===== src/rtl/sram_ctrl_pkg.sv =====
// rtl/sram_ctrl_pkg.sv - shared types and constants for the SRAM controller
package sram_ctrl_pkg;

    typedef enum logic [1:0] {
        IDLE,
        RD_ISSUE,
        RD_WAIT,
        WR_DATA
    } ahb_state_e;

    localparam logic [1:0] HTRANS_IDLE   = 2'b00;
    localparam logic [1:0] HTRANS_BUSY   = 2'b01;
    localparam logic [1:0] HTRANS_NONSEQ = 2'b10;
    localparam logic [1:0] HTRANS_SEQ    = 2'b11;

    localparam int NUM_CH_MAX      = 8;
    localparam int SRAM_RD_LAT_MAX = 4;
    localparam int LAT_CNT_W       = $clog2(SRAM_RD_LAT_MAX);

    // NONSEQ and SEQ both carry a real transfer; IDLE and BUSY do not.
    function automatic logic htrans_active(input logic [1:0] htrans);
        return (htrans == HTRANS_NONSEQ) || (htrans == HTRANS_SEQ);
    endfunction

endpackage


===== src/rtl/rr_arbiter.sv =====
// rtl/rr_arbiter.sv - round-robin arbiter; search starts one past the last granted requester
module rr_arbiter #(
    parameter int N = 2
) (
    input  logic         clk,
    input  logic         rst_n,
    input  logic [N-1:0] req,
    input  logic         advance,
    output logic [N-1:0] grant
);

    localparam int PW = (N > 1) ? $clog2(N) : 1;

    logic [PW-1:0] ptr;
    logic [PW-1:0] next_ptr;
    logic          found;

    // Two passes: requesters above the pointer first, then wrap to the rest.
    always_comb begin
        grant    = '0;
        next_ptr = ptr;
        found    = 1'b0;
        for (int j = 0; j < N; j++) begin
            if (!found && req[j] && (j > int'(ptr))) begin
                grant[j] = 1'b1;
                next_ptr = PW'(j);
                found    = 1'b1;
            end
        end
        for (int j = 0; j < N; j++) begin
            if (!found && req[j] && (j <= int'(ptr))) begin
                grant[j] = 1'b1;
                next_ptr = PW'(j);
                found    = 1'b1;
            end
        end
    end

    always_ff @(posedge clk or negedge rst_n) begin
        if (!rst_n) begin
            ptr <= PW'(N - 1);
        end else if (advance) begin
            ptr <= next_ptr;
        end
    end

endmodule


===== src/rtl/sram_controller_mc.sv =====
// rtl/sram_controller_mc.sv - AHB slave plus multi-channel SRAM write arbiter; SRAM_CTRL_STALL_CNT_EN adds a stall counter
module sram_controller_mc
    import sram_ctrl_pkg::*;
#(
    parameter int NUM_CH      = 2,
    parameter int ADDR_W      = 15,
    parameter int DATA_W      = 32,
    parameter int SRAM_RD_LAT = 1
) (
    input  logic                     in_HCLK,
    input  logic                     in_HRESET,
    input  logic                     in_HSEL,
    input  logic                     in_HREADY,
    input  logic [1:0]               in_HTRANS,
    input  logic                     in_HWRITE,
    input  logic [31:0]              in_HADDR,
    input  logic [31:0]              in_HWDATA,
    output logic                     out_HREADY,
    output logic [31:0]              out_HRDATA,
    input  logic [NUM_CH-1:0]        in_ch_valid,
    input  logic [NUM_CH*ADDR_W-1:0] in_ch_addr,
    input  logic [NUM_CH*DATA_W-1:0] in_ch_data,
    output logic [NUM_CH-1:0]        out_ch_ready,
    output logic                     out_write_en,
    output logic [ADDR_W-1:0]        out_sram_write_addr,
    output logic [DATA_W-1:0]        out_sram_write_data,
    output logic                     out_read_en,
    output logic [ADDR_W-1:0]        out_sram_read_addr,
    input  logic [DATA_W-1:0]        in_sram_read_data,
    output logic [31:0]              out_stall_cnt
);

    ahb_state_e           state;
    logic [ADDR_W-1:0]    wr_addr_q;
    logic [LAT_CNT_W-1:0] lat_cnt;
    logic                 fwd_q;
    logic [DATA_W-1:0]    fwd_data_q;
    logic                 active;
    logic                 accept;
    logic                 wr_phase;
    logic                 ch_xfer;
    logic [NUM_CH-1:0]    grant;
    logic [ADDR_W-1:0]    ch_addr_sel;
    logic [DATA_W-1:0]    ch_data_sel;
    logic [ADDR_W-1:0]    haddr_word;
    logic                 unused_haddr;

    // Upper address bits alias; byte-lane bits are meaningless for word access.
    assign haddr_word   = in_HADDR[ADDR_W+1:2];
    assign unused_haddr = ^{in_HADDR[31:ADDR_W+2], in_HADDR[1:0]};

    assign wr_phase = (state == WR_DATA);
    assign accept   = in_HSEL & in_HREADY & htrans_active(in_HTRANS) &
                      ((state == IDLE) | wr_phase);

    // The AHB write data phase owns the write port, so every channel is held off.
    assign out_ch_ready = grant & {NUM_CH{active & ~wr_phase}};
    assign ch_xfer      = |(in_ch_valid & out_ch_ready);

    rr_arbiter #(.N(NUM_CH)) u_arb (
        .clk     (in_HCLK),
        .rst_n   (in_HRESET),
        .req     (in_ch_valid),
        .advance (ch_xfer),
        .grant   (grant)
    );

    always_comb begin
        ch_addr_sel = '0;
        ch_data_sel = '0;
        for (int i = 0; i < NUM_CH; i++) begin
            if (grant[i]) begin
                ch_addr_sel = in_ch_addr[i*ADDR_W +: ADDR_W];
                ch_data_sel = in_ch_data[i*DATA_W +: DATA_W];
            end
        end
    end

    always_ff @(posedge in_HCLK or negedge in_HRESET) begin
        if (!in_HRESET) begin
            state               <= IDLE;
            active              <= 1'b0;
            wr_addr_q           <= '0;
            lat_cnt             <= '0;
            fwd_q               <= 1'b0;
            fwd_data_q          <= '0;
            out_HREADY          <= 1'b1;
            out_HRDATA          <= '0;
            out_read_en         <= 1'b0;
            out_sram_read_addr  <= '0;
            out_write_en        <= 1'b0;
            out_sram_write_addr <= '0;
            out_sram_write_data <= '0;
        end else begin
            active      <= 1'b1;
            out_read_en <= 1'b0;
            case (state)
                IDLE, WR_DATA: begin
                    if (accept && in_HWRITE) begin
                        wr_addr_q <= haddr_word;
                        state     <= WR_DATA;
                    end else if (accept) begin
                        out_read_en        <= 1'b1;
                        out_sram_read_addr <= haddr_word;
                        out_HREADY         <= 1'b0;
                        state              <= RD_ISSUE;
                    end else begin
                        state <= IDLE;
                    end
                end
                RD_ISSUE: begin
                    // Same-cycle write to the read address: SRAM returns stale data.
                    fwd_q      <= out_write_en && (out_sram_write_addr == out_sram_read_addr);
                    fwd_data_q <= out_sram_write_data;
                    lat_cnt    <= '0;
                    state      <= RD_WAIT;
                end
                RD_WAIT: begin
                    if (lat_cnt == LAT_CNT_W'(SRAM_RD_LAT - 1)) begin
                        out_HRDATA <= fwd_q ? 32'(fwd_data_q) : 32'(in_sram_read_data);
                        out_HREADY <= 1'b1;
                        state      <= IDLE;
                    end else begin
                        lat_cnt <= lat_cnt + 1'b1;
                    end
                end
                default: state <= IDLE;
            endcase

            if (wr_phase) begin
                out_write_en        <= 1'b1;
                out_sram_write_addr <= wr_addr_q;
                out_sram_write_data <= DATA_W'(in_HWDATA);
            end else if (ch_xfer) begin
                out_write_en        <= 1'b1;
                out_sram_write_addr <= ch_addr_sel;
                out_sram_write_data <= ch_data_sel;
            end else begin
                out_write_en <= 1'b0;
            end
        end
    end

`ifdef SRAM_CTRL_STALL_CNT_EN
    logic [31:0] stall_q;

    always_ff @(posedge in_HCLK or negedge in_HRESET) begin
        if (!in_HRESET) begin
            stall_q <= '0;
        end else if ((|(in_ch_valid & ~out_ch_ready)) && (stall_q != 32'hFFFF_FFFF)) begin
            stall_q <= stall_q + 32'd1;
        end
    end

    assign out_stall_cnt = stall_q;
`else
    assign out_stall_cnt = '0;
`endif

endmodule

===== config.mk =====
export PLATFORM = sky130hd
export DESIGN_NAME = sram_controller_mc
export DESIGN_NICKNAME = d
export VERILOG_FILES = /design/src/rtl/sram_ctrl_pkg.sv /design/src/rtl/rr_arbiter.sv /design/src/rtl/sram_controller_mc.sv
export SDC_FILE = /design/constraint.sdc
export NUM_CORES = 1
export LEC_CHECK = 0
export CAP_MARGIN = 40
export CORE_MARGIN = 1.5
export CORE_UTILIZATION = 45
export CTS_BUF_LIST = sky130_fd_sc_hd__clkbuf_4 sky130_fd_sc_hd__clkbuf_8
export CTS_CLUSTER_SIZE = 16
export DETAILED_ROUTE_END_ITERATION = 16
export PLACE_DENSITY_LB_ADDON = 0.25
export SKIP_CTS_REPAIR_TIMING = 1
export SLEW_MARGIN = 0
export SYNTH_ARGS = -nofsm -noshare
export SYNTH_HDL_FRONTEND = slang
export SYNTH_SLANG_ARGS = --single-unit

===== constraint.sdc =====
create_clock -name in_HCLK -period 3.6 [get_ports in_HCLK]
set_input_delay 0.54 -clock in_HCLK [delete_from_list [all_inputs] [get_ports in_HCLK]]
set_output_delay 0.54 -clock in_HCLK [all_outputs]
set_load 0.05 [all_outputs]

==> images/layers.png <==
The bar under the picture is 50 um long. Two of the layers only.
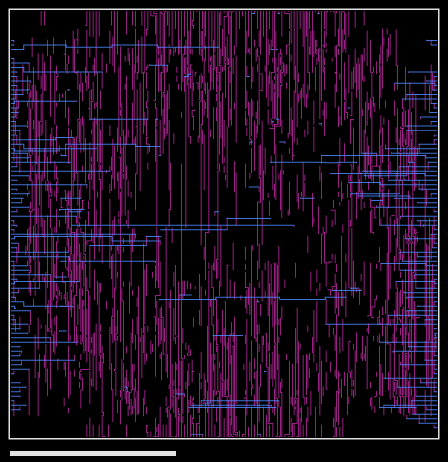
- blue: M3 (wire length 1830 um)
- magenta: M2 (wire length 10900 um)

==> images/ff_map.png <==
The bar under the picture is 50 um long. Other sequential cells in the stronger grey, the rest of the logic in the fainter grey.
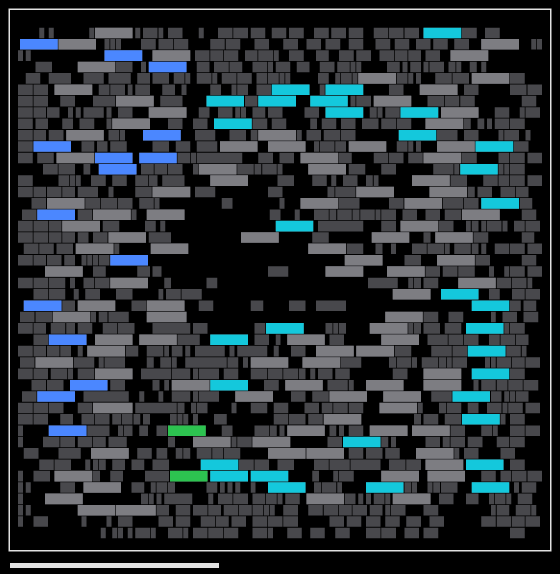
- green: `lat_cnt` (flops 2)
- cyan: `out_sram_write_data` (flops 32)
- blue: `out_sram_read_addr` (flops 15)
post-layout util: 68.8%
fraction of area in registers: 35.8%
Reg area: 3780 um^2

==> images/clock_nets.png <==
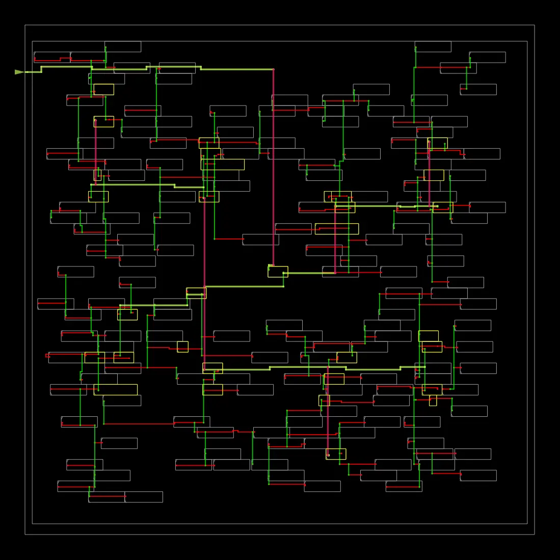
flop count: 151
Layout Skew: 0.00682 ns

==> images/class_map.png <==
Fill, decap, tap and diode cells in grey.
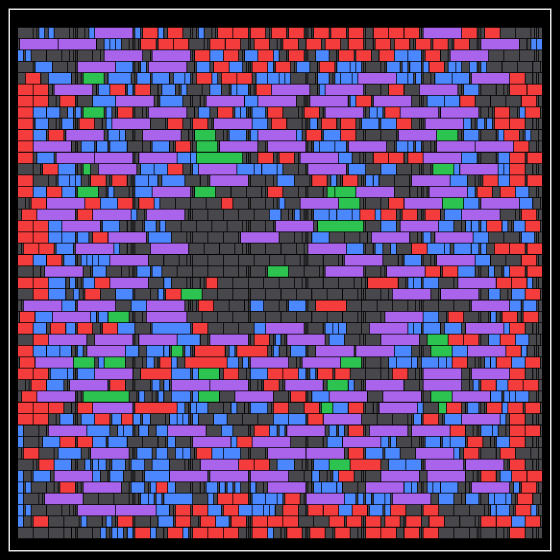
- purple: registers (cells 151; share of their area 37%)
- red: remaining buffers and delay cells (cells 292; share of their area 29%)
- green: clock drivers and dummy loads (cells 32; share of their area 4.4%)
- blue: remaining logic cells (cells 446; share of their area 30%)

==> images/clock_wires.png <==
The bar under the picture is 50 um long.
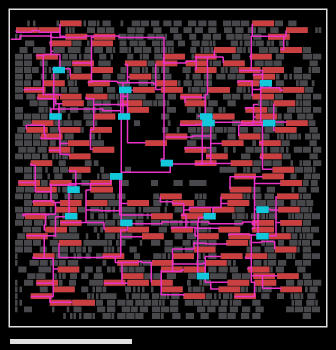
- red: flip-flops (count 151)
- cyan: clock-net drivers (count 17)
- magenta: clock wires (length 1870 um)
- flops lie: spread over the die
P_clk: 0.00144 W
clock latency at the later pin of the worst-skew pair: 0.45 ns
clock network fraction of design power: 23.5%

==> results.py <==
# Auto-generated metrics
metrics = {
    "run_status": {
        "outcome": "completed",
    },
    "synth": {
        "syn_avg_cell_area_um2": 11.1,
        "synth.top_cell.area_share_pct": 52.0,
        "ys_sh_mux_pct": 14.8,
        "synth-simple-area-share_pct": 8.34,
        "async_flop_share_pct": 100,
        "top_logic_kind": "multiplexers",
        "flop_cell": "dfrtp_1",
        "area_leaders": "dfrtp_1 52%, mux2_2 8.6%, a221oi_1 5.5%",
        "xor_area_share_pct": 1.83,
        "ys_cells": 646,
        "synthCells": 646,
        "synth-edff-count": 0,
        "ys.flops": 151,
        "syn_area_um2": 7170,
        "ys_types": 42,
    },
    "final_timing": {
        "slew_headroom_pct": 53.4,
        "setup_viol": 0,
        "fin_crit_sh_pct": 82.5,
        "hold_viol": 0,
        "worst_pin_slew_ns": 0.699,
        "rsz0062_at_grt": "false",
        "holdWs_ns": 0.102,
        "fmax_mhz": 337,
        "period_minus_slack_ns": 2.97,
    },
    "power_and_ir_drop": {
        "seqPwrFrac_pct": 38.7,
        "power.leakage_nw": 4.16,
        "comb_power_w": 0.00231,
        "power.density_nw_per_um2": 580,
        "swShare_pct": 37.5,
        "finalPower_w": 0.00613,
        "power.group.top": "registers",
    },
    "floorplanning": {
        "n_tap_cell": 211,
        "io-pin-count": 330,
        "fp-utilization_pct": 46.7,
        "dieArea_um2": 16700,
    },
    "detailed_routing": {
        "dr_wl_met2_um": 10900,
        "drt_pass1_iterations": 4,
        "avgRoutedWirePerCell_um": 18.8,
        "drtIter0Drc": 293,
        "drtAntennaViolNets": 0,
        "dr_wl_met3_um": 1830,
        "wl_um": 21200,
    },
    "clock_tree": {
        "clockRootBuffer": "clkbuf_8",
        "clk_pin_slew_worst_paths_ns": 0.08,
        "clock_path_buffers": 2,
        "cts.sinks": 151,
        "cts_max_level": 4,
        "numCtsBuffers": 17,
        "cts_tree": "done",
    },
    "job": {
        "drv_cap": 0,
        "warnings": 46,
    },
    "global_routing": {
        "use_met1_pct": 29.4,
        "grt_usage_pct": 25.6,
        "antenna_found_initial": 0,
        "grt_use_met2_pct": 45.2,
        "grt_pass1_vias": 6228,
        "grt_pass1_wl_um": 32400,
        "grt_start_max_net_pins": 78,
    },
    "cells_and_area": {
        "clkbuf_count": 25,
        "nets": 1111,
        "clk_share_pct": 4.26,
        "largest_class": "sequential cells",
        "nFillCells": 1160,
        "buffers": 292,
        "logic_area_um2": 3040,
        "inverters": 9,
    },
    "setup_path": {
        "cp_common_cell": "clkdlybuf4s50_1",
        "worst-path-stages": 4,
        "critPathLaunchType": "primary input",
        "crit_path_start": "in_ch_valid[0]",
        "crit_fanout": 6,
        "cp_data_required_time_ns": 3.06,
        "critPathTopFamily": "buffers and inverters",
        "cp.arrival_ns": 2.43,
        "path_cells": "clkdlybuf4s50_1 > inv_1 > nor3_1 > clkdlybuf4s50_1",
        "crit_path_end_kind": "output port",
    },
    "placed_design": {
        "portBuffers": 279,
    },
    "min_path": {
        "hold_path_class": "in2async",
    },
}
[placed cells by master, fill, tap and decap left out, drive strengths merged, types with 9 or more instances in the layout]
cell	Yosys	final
nor2	81	81
nand2	53	53
clkbuf	24	25
o31ai	45	45
inv	9	9
buf	56	14
mux2	63	63
dfrtp	149	149
conb	2	33
xor2	10	10
a221oi	45	45
mux2i	32	32
clkdlybuf4s50	0	278
a21oi	35	35
[cell usage after synthesis (2+ instances only)]
master and number:
o2bb2ai_1 2, nand2_1 53, mux2_4 8, nand3_1 2
nor2_1 79, o21ai_0 7, dfstp_2 2, clkbuf_1 23
nor3_1 2, conb_1 2, buf_2 13, buf_1 7
a21oi_1 35, xnor2_1 5, mux2i_1 32, a221oi_1 45
buf_4 34, o32ai_1 2, dfrtp_1 149, ha_1 4
inv_1 9, nor4_1 3, a32o_1 2, mux2_2 55
xor2_1 10, o31ai_1 45
[metrics by stage]
| step | cells | worst slack, ns | cell area [um^2] |
|---|---|---|---|
| 3_5_place_dp | 1100 | 0.620 | 10100 |
| 2_1_floorplan | 677 | 0.944 | 7290 |
| 4_1_cts | 1132 | 0.614 | 10600 |
| 5_1_grt | 1132 | 0.540 | 10600 |
| 3_3_place_gp | 1095 | 0.637 | 10000 |
| 6_report | 1132 | 0.630 | 10600 |
[registers in the layout, indices dropped and copies added (netlist names)]
| name | flops |
|---|---|
| out_sram_write_data | 32 |
| fwd_q | 1 |
| u_arb.ptr | 1 |
| out_read_en | 1 |
| out_write_en | 1 |
| out_HREADY | 1 |
| state | 2 |
| out_HRDATA | 32 |
| out_sram_read_addr | 15 |
| wr_addr_q | 15 |
| active | 1 |
| lat_cnt | 2 |
| fwd_data_q | 32 |
| out_sram_write_addr | 15 |
Power is estimated from default activity; no workload was simulated.
